--- src/rtl/push_button_pkg.sv ---
// Shared types and helpers for the push-button input peripheral.
package push_button_pkg;

  localparam int unsigned IO_DATA_WIDTH = 16;

  typedef enum logic {
    STABLE   = 1'b0,
    COUNTING = 1'b1
  } db_state_e;

  // Counter width for a debounce window; never below one bit.
  function automatic int unsigned cnt_width(input int unsigned cycles);
    return (cycles <= 2) ? 1 : $clog2(cycles);
  endfunction

endpackage

--- src/rtl/push_button_if.sv ---
// Pin/bus bundle between board inputs, CPU read mux and the push-button peripheral.
interface push_button_if import push_button_pkg::*; #(
  parameter int unsigned WIDTH = 4
);
  logic [WIDTH-1:0]         ext_button;
  logic [IO_DATA_WIDTH-1:0] ack;
  logic [IO_DATA_WIDTH-1:0] data;
  logic [IO_DATA_WIDTH-1:0] evt;

  modport master (output ext_button, output ack, input data, input evt);
  modport slave  (input ext_button, input ack, output data, output evt);
endinterface

--- src/rtl/debounce_bit.sv ---
// One input: 2-FF synchronizer, polarity normalization and counter-based debounce.
module debounce_bit import push_button_pkg::*; #(
  parameter int unsigned DEBOUNCE_CYCLES = 50000,
  parameter bit          ACTIVE_LOW      = 1'b1
) (
  input  logic clk,
  input  logic reset,
  input  logic pin,
  output logic level,
  output logic rise_c
);

  localparam int unsigned    CW   = cnt_width(DEBOUNCE_CYCLES);
  localparam logic [CW-1:0]  TERM = CW'(DEBOUNCE_CYCLES - 1);

  logic [1:0]    sync_q;
  logic          s;
  logic          deb_q;
  logic [CW-1:0] cnt_q;
  db_state_e     state_q;

  // Synchronizer resets to the released pin level so reset never looks like a press.
  always_ff @(posedge clk or negedge reset) begin
    if (!reset) sync_q <= {2{ACTIVE_LOW}};
    else        sync_q <= {sync_q[0], pin};
  end

  assign s = sync_q[1] ^ ACTIVE_LOW;

  always_ff @(posedge clk or negedge reset) begin
    if (!reset) begin
      state_q <= STABLE;
      cnt_q   <= '0;
      deb_q   <= 1'b0;
    end else begin
      case (state_q)
        STABLE: begin
          if (s != deb_q) begin
            state_q <= COUNTING;
            cnt_q   <= CW'(1);
          end else begin
            cnt_q   <= '0;
          end
        end
        COUNTING: begin
          if (s == deb_q) begin
            state_q <= STABLE;
            cnt_q   <= '0;
          end else if (cnt_q == TERM) begin
            state_q <= STABLE;
            cnt_q   <= '0;
            deb_q   <= ~deb_q;
          end else begin
            cnt_q   <= cnt_q + CW'(1);
          end
        end
        default: begin
          state_q <= STABLE;
          cnt_q   <= '0;
        end
      endcase
    end
  end

  assign level  = deb_q;
  // High in the cycle whose closing edge accepts a press.
  assign rise_c = (state_q == COUNTING) && s && !deb_q && (cnt_q == TERM);

endmodule

--- src/rtl/push_button_in.sv ---
// Debounced push-button/DIP input port with zero-extended level word.
// PUSH_BUTTON_EVENT_EN builds the sticky press-event register with ack clearing.
module push_button_in import push_button_pkg::*; #(
  parameter int unsigned WIDTH           = 4,
  parameter int unsigned DEBOUNCE_CYCLES = 50000,
  parameter bit          ACTIVE_LOW      = 1'b1
) (
  input  logic         clk,
  input  logic         reset,
  push_button_if.slave bus
);

  logic [WIDTH-1:0] level;
  logic [WIDTH-1:0] rise_c;
  logic             unused_ack;

  for (genvar i = 0; i < WIDTH; i++) begin : g_bit
    debounce_bit #(
      .DEBOUNCE_CYCLES (DEBOUNCE_CYCLES),
      .ACTIVE_LOW      (ACTIVE_LOW)
    ) u_db (
      .clk    (clk),
      .reset  (reset),
      .pin    (bus.ext_button[i]),
      .level  (level[i]),
      .rise_c (rise_c[i])
    );
  end

  assign bus.data = IO_DATA_WIDTH'(level);

`ifdef PUSH_BUTTON_EVENT_EN
  logic [WIDTH-1:0] evt_q;

  // A press in the same cycle as its ack wins so no event is lost.
  always_ff @(posedge clk or negedge reset) begin
    if (!reset) evt_q <= '0;
    else        evt_q <= rise_c | (evt_q & ~bus.ack[WIDTH-1:0]);
  end

  assign bus.evt    = IO_DATA_WIDTH'(evt_q);
  assign unused_ack = ^bus.ack;
`else
  assign bus.evt    = '0;
  assign unused_ack = ^{bus.ack, rise_c};
`endif

endmodule

--- src/flat_wrapper.sv ---
// flat-port wrapper written by rule: the top's interface ports become plain ports
module push_button_in_flat import push_button_pkg::*;
#(
  parameter int unsigned WIDTH           = 4,
  parameter int unsigned DEBOUNCE_CYCLES = 50000,
  parameter bit          ACTIVE_LOW      = 1'b1
)
  (clk, reset, bus_ext_button, bus_ack, bus_data, bus_evt);
  push_button_if #(.WIDTH(WIDTH)) bus_i ();
  input  logic clk;
  input  logic reset;
  input wire logic [$bits(bus_i.ext_button)-1:0] bus_ext_button;
  input wire logic [$bits(bus_i.ack)-1:0] bus_ack;
  output wire logic [$bits(bus_i.data)-1:0] bus_data;
  output wire logic [$bits(bus_i.evt)-1:0] bus_evt;
  assign bus_i.ext_button = bus_ext_button;
  assign bus_i.ack = bus_ack;
  assign bus_data = bus_i.data;
  assign bus_evt = bus_i.evt;
  push_button_in #(.WIDTH(WIDTH), .DEBOUNCE_CYCLES(DEBOUNCE_CYCLES), .ACTIVE_LOW(ACTIVE_LOW)) u_core (.clk(clk), .reset(reset), .bus(bus_i));
endmodule
--- config.mk ---
export PLATFORM = sky130hd
export DESIGN_NAME = push_button_in_flat
export DESIGN_NICKNAME = d
export VERILOG_FILES = /design/src/rtl/push_button_pkg.sv /design/src/rtl/push_button_if.sv /design/src/rtl/debounce_bit.sv /design/src/rtl/push_button_in.sv /design/src/flat_wrapper.sv
export SDC_FILE = /design/constraint.sdc
export NUM_CORES = 1
export LEC_CHECK = 0
export CAP_MARGIN = 20
export CORE_MARGIN = 4
export CORE_UTILIZATION = 32
export DETAILED_ROUTE_END_ITERATION = 12
export GPL_ROUTABILITY_DRIVEN = 0
export SYNTH_ARGS = -nofsm -noshare
export SYNTH_HDL_FRONTEND = slang
export SYNTH_SLANG_ARGS = --single-unit
--- constraint.sdc ---
create_clock -name clk -period 5.38 [get_ports clk]
set_clock_uncertainty 0.15 [all_clocks]
set_input_delay 1.076 -clock clk [delete_from_list [all_inputs] [get_ports clk]]
set_output_delay 1.076 -clock clk [all_outputs]
set_load 0.05 [all_outputs]
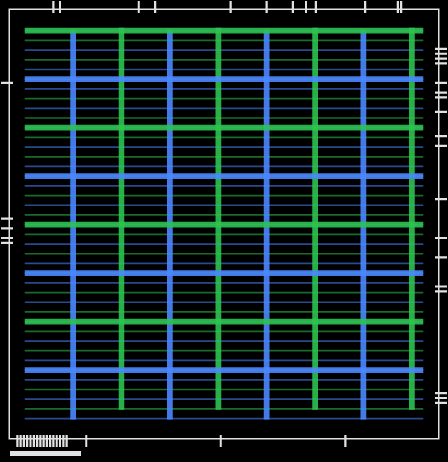
*PDN straps and rails, run 1*
Scale bar: 20 µm. Pins as bars on the die edge.
VSS -> blue
VDD -> green
met1 rails = 41
met4 straps = 8
met5 straps = 8
signal pins = 54
rows = 40
IR Drop Worst-Case VDD: 0.135 mV
Core Region: 0.0122 mm²

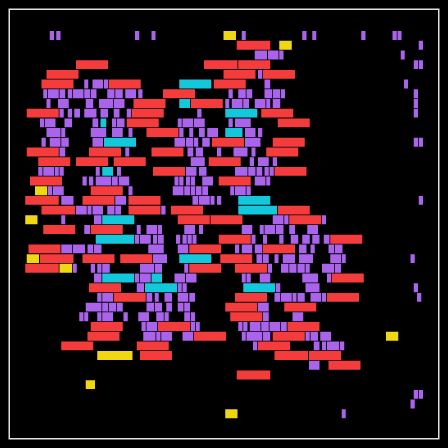
*Placement by cell class, run 1*
clock drivers and dummy loads -> cyan  # cells 16
remaining buffers and delay cells -> yellow  # cells 10
registers -> red  # cells 80
remaining logic cells -> purple  # cells 305
final non-filler cell area: 0.00446 mm²
placement row count: 40

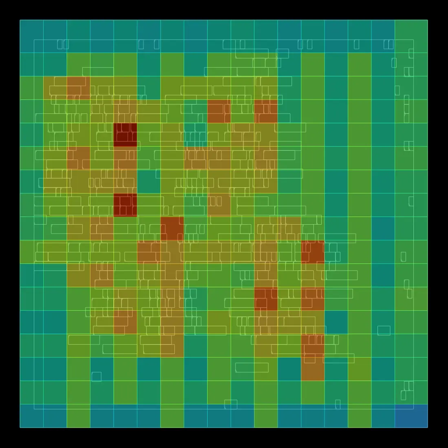
*Congestion heat map, run 1*
final standard cell utilization of the core: 36.7%
GR peak layer: met2
met2 capacity usage during global routing: 15.9%
met3 track demand over resource: 2.64%
wire per inst: 11.1 µm

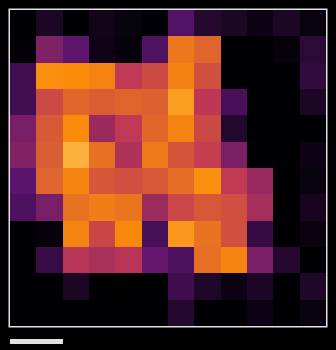
*Cell area per tile, run 1*
Scale bar: 20 µm. 12 x 12 tiles, from black (low) to pale yellow (high), 0 to 100% covered.
mean over tiles = 30%
densest ninth of the die = middle
tiles over 75% full = 3.5%
emptiest ninth of the die = top right
fullest tile = 83%

==> run notes, run 1 <==
Notes on the physical implementation.

- The flow ran to the end, and the final reports show no timing, DRC or antenna violations.
- The die covers around 0.014 mm².
- The endpoint of the most critical register-to-register path is u_core.g_bit[1].u_db.cnt_q[0]$_DFF_PN0_, for reference.
- Summing internal, switching and leakage power gives about 1.4 mW.
- The worst flop-to-flop path startpoint is u_core.g_bit[1].u_db.cnt_q[10]$_DFF_PN0_, for reference.
- The die boundary height is roughly 120 µm, for reference.
- Per the post-run analysis, buffers plus inverters along the critical path come to 1.
- The main area contributors are sky130_fd_sc_hd__dfrtp_1 (45%), sky130_fd_sc_hd__xnor2_1 (11%), sky130_fd_sc_hd__buf_4 (6.7%).
- Note, the detailed placer reported a final HPWL of around 4300 µm.
- In this design, the stage delay of the slowest critical-path cell is ~0.84 ns.
- In this run the top signal layer used is met4.
- For reference, the most critical setup path is categorized as reg -> out.
- The count of final hold-check violations is 0, for reference.
- Cells with a size suffix above 1 make up under 10% of the layout.
- The total placed cells including tap cells is ~560, for reference.
- The STA report counts the stages on the worst setup path as 1.
- In the synthesized netlist the async set-or-reset flop fraction comes to 100%.
- The first global-routing pass estimated 11600 µm of wire.
- The floorplan report gives the top-level pin count as between 50 and 60.
- The final layout contains routed wiring with a total length of 6410 µm.
[run 1: registers in the layout (all words and copies together) (netlist names)]
register,cells
u_core.g_bit.u_db.cnt_q,64
u_core.g_bit.u_db.level,4
u_core.g_bit.u_db.sync_q,8
u_core.g_bit.u_db.state_q,4
[run 1: power breakdown]
part | internal, mW | switching (mW) | total (mW)
sequential | 0.613 | 0.00742 | 0.621
combinational | 0.0121 | 0.0669 | 0.0790
clock | 0.421 | 0.239 | 0.660
[run 1: per-stage QoR]
| stage | hold slack [ns] | setup slack, ns | instance area (µm²) | util, % |
|---|---|---|---|---|
| after floorplan | 0.195 | 3.42 | 4120 | - |
| after global placement | 0.196 | 2.93 | 4100 | 33.7 |
| after detailed placement | 0.198 | 2.92 | 4100 | 33.7 |
| after CTS | 0.202 | 2.56 | 4430 | 36.4 |
| after global routing | 0.203 | 2.50 | 4460 | 36.7 |
| final | 0.199 | 2.59 | 4460 | 36.7 |
[run 1: logic make-up (layout without fill, tap and decap cells)]
kind of cell / Yosys count / after routing / synth area share, %
AOI/OAI and AO/OA: 12 / 12 / 1.71
and+or+nand+nor: 176 / 176 / 23.2
DFF: 80 / 80 / 50.1
xor gates and xnor gates: 58 / 58 / 12.6
adders and majority gates: 4 / 4 / 1.25
other: 1 / 28 / 0.0933
muxes: 4 / 4 / 0.997
buffers and inverters: 63 / 49 / 10.0
[run 1: final cells by class]
cell class | count | area (µm²) | share of cell area (%)
Sequential cell | 80 | 2010 | 45.1
Clock buffer | 10 | 239 | 5.36
Multi-Input combinational cell | 282 | 1710 | 38.2
Tap cell | 168 | 210 | 4.71
Clock inverter | 6 | 91.3 | 2.05
Inverter | 23 | 86.3 | 1.94
Timing Repair Buffer | 10 | 115 | 2.58
### I/O nets highlighted, run 1

Scale bar: 20 µm.
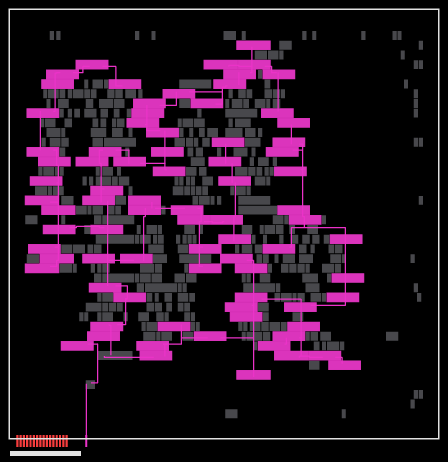

## Run 2: what changed since run 1
Clock period 5.38 ns to 2.53 ns, I/O delays scaled along.
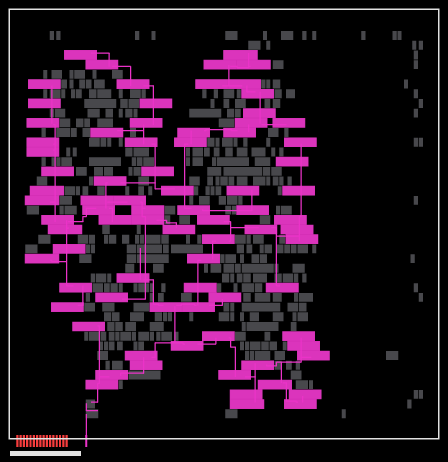
*I/O nets highlighted, run 2*
Scale bar: 20 µm.
bus_ack -> red  # bits 16, direction input, edge bottom, end cells 0
reset -> magenta  # bits 1, direction input, edge bottom, end cells 80, wire 583 µm
# port buffers: 9
count of boundary I/O pins: 54

==> run 2 against run 1 <==
  * Hold slack better by 0.0072 ns
  * Setup slack lost 2.3 ns
  * Critical path depth is 4 higher
  * Sequential power up 110%
  * Global-route usage is 0.38 points higher
  * First-iteration DRC count is 32% lower
  * Routed wire length up 4.3%
  * Final cell count up 1.4%
  * Critical endpoint is now u_core.g_bit[1].u_db.cnt_q[5]$_DFF_PN0_
  * Highest routed layer unchanged
==> run notes, run 2 <==
Notes on the physical implementation.

- The logic area was 0.00171 mm² (unchanged).
- The number of placement rows came to 40 (unchanged).
- The tightest hold margin is 0.207 ns (+0.00720 ns), for reference.
- The setup slack after placement is 0.306 ns (-2.62 ns).
- The register with the most flip-flops is u_core.g_bit.u_db.cnt_q, for reference.
- The cell area after layout is 0.00450 mm² (+0.87%), for reference.
- The path type of the worst setup path is reg -> reg, for reference.
- The total wirelength of the detailed-routed design is 6690 µm (+4.3%), for reference.
- The fraction of layout instances using a drive strength above 1 came to 9.55% (+1.0 points).
- The area of the chip is 0.0144 mm² (unchanged), for reference.
- The capture point of the worst register-to-register path is recorded as u_core.g_bit[1].u_db.cnt_q[5]$_DFF_PN0_.
- The flip-flop count of the largest register, all copies and words added was 64 (unchanged).
- The peak supply drop is 0.406 mV (+200%).
- The average detailed-routed wire length per instance is 11.4 µm (+2.9%), for reference.
- The flow ran to the end, and the final reports show no timing, DRC or antenna violations.
- The count of final hold-check violations came to 0 (unchanged).
- The largest registers in the layout are u_core.g_bit.u_db.cnt_q (64), u_core.g_bit.u_db.sync_q (8).
- The overall power consumption came to 2.86 mW (+110%).
- The area of the placeable core is 0.0122 mm² (unchanged), for reference.
- The die boundary height came to 120 µm (unchanged).
- The sequential standard cell area is 0.00201 mm² (unchanged), for reference.
- Adding up every negative setup slack in the final design gives 0 ns.
- For the worst reg-to-reg path, the startpoint reported by OpenROAD is u_core.g_bit[1].u_db.cnt_q[10]$_DFF_PN0_.
- The setup slack of the critical path after layout is 0.304 ns (-2.29 ns).
- Yosys attributes the largest share of cell area to sky130_fd_sc_hd__dfrtp_1 (45%), sky130_fd_sc_hd__xnor2_1 (11%), sky130_fd_sc_hd__buf_4 (6.7%).
## run 2: cell types whose count changed in the layout (fill, tap and decap cells not counted), sizes merged
cell | before | now
inv | 24 | 23
clkinvlp | 0 | 1
clkinv | 3 | 2
buf | 2 | 9
clkbuf | 10 | 11
dlygate4sd3 | 0 | 1
## run 2: worst max-delay path: stages, from the launching register on
cell and delay [ns]:
sky130_fd_sc_hd__dfrtp_1 0.43, sky130_fd_sc_hd__or4b_1 0.55, sky130_fd_sc_hd__nor4_2 0.40, sky130_fd_sc_hd__or3b_1 0.30
sky130_fd_sc_hd__buf_4 0.22, sky130_fd_sc_hd__nor2_1 0.07
## run 2: power breakdown
part / switching (mW) / internal [mW]
registers: 0.0157 / 1.30
logic: 0.144 / 0.0317
clock network: 0.502 / 0.864
total: 0.661 / 2.20
## run 2: cell type report
type                       count  area share [%]
sequential                    80            44.7
clock inverter                 5            1.81
inverter                      23            1.92
timing repair buffer          18            3.78
multi-input combinational    282            37.9
clock buffer                  11            5.17
tap                          168            4.67
## run 2: cells by family after synthesis
logic type / Yosys count / synth area share (%)
other: 1 / 0.0933
muxes: 4 / 0.997
and+or+nand+nor: 176 / 23.2
AOI/OAI and AO/OA: 12 / 1.71
adders and majority gates: 4 / 1.25
buffers and inverters: 63 / 10.0
xor gates and xnor gates: 58 / 12.6
DFF: 80 / 50.1
## run 2: routing by layer
metal	up-vias	share of wire [%]	global-route usage, %
met5	-	0	0
met4	0	1.8	4.29
met3	9	4.1	2.92
met2	45	48	16.5
met1	1295	46	12.5
li1	1308	-	-
## run 2: through the flow
| step | util, % | cells |
|---|---|---|
| floorplan | - | 425 |
| global placement | 34.3 | 570 |
| detailed placement | 34.3 | 570 |
| CTS | 37.0 | 587 |
| global route | 37.0 | 587 |
| finish | 37.0 | 587 |
No activity file was given, so power comes from the tool's default toggle rates.
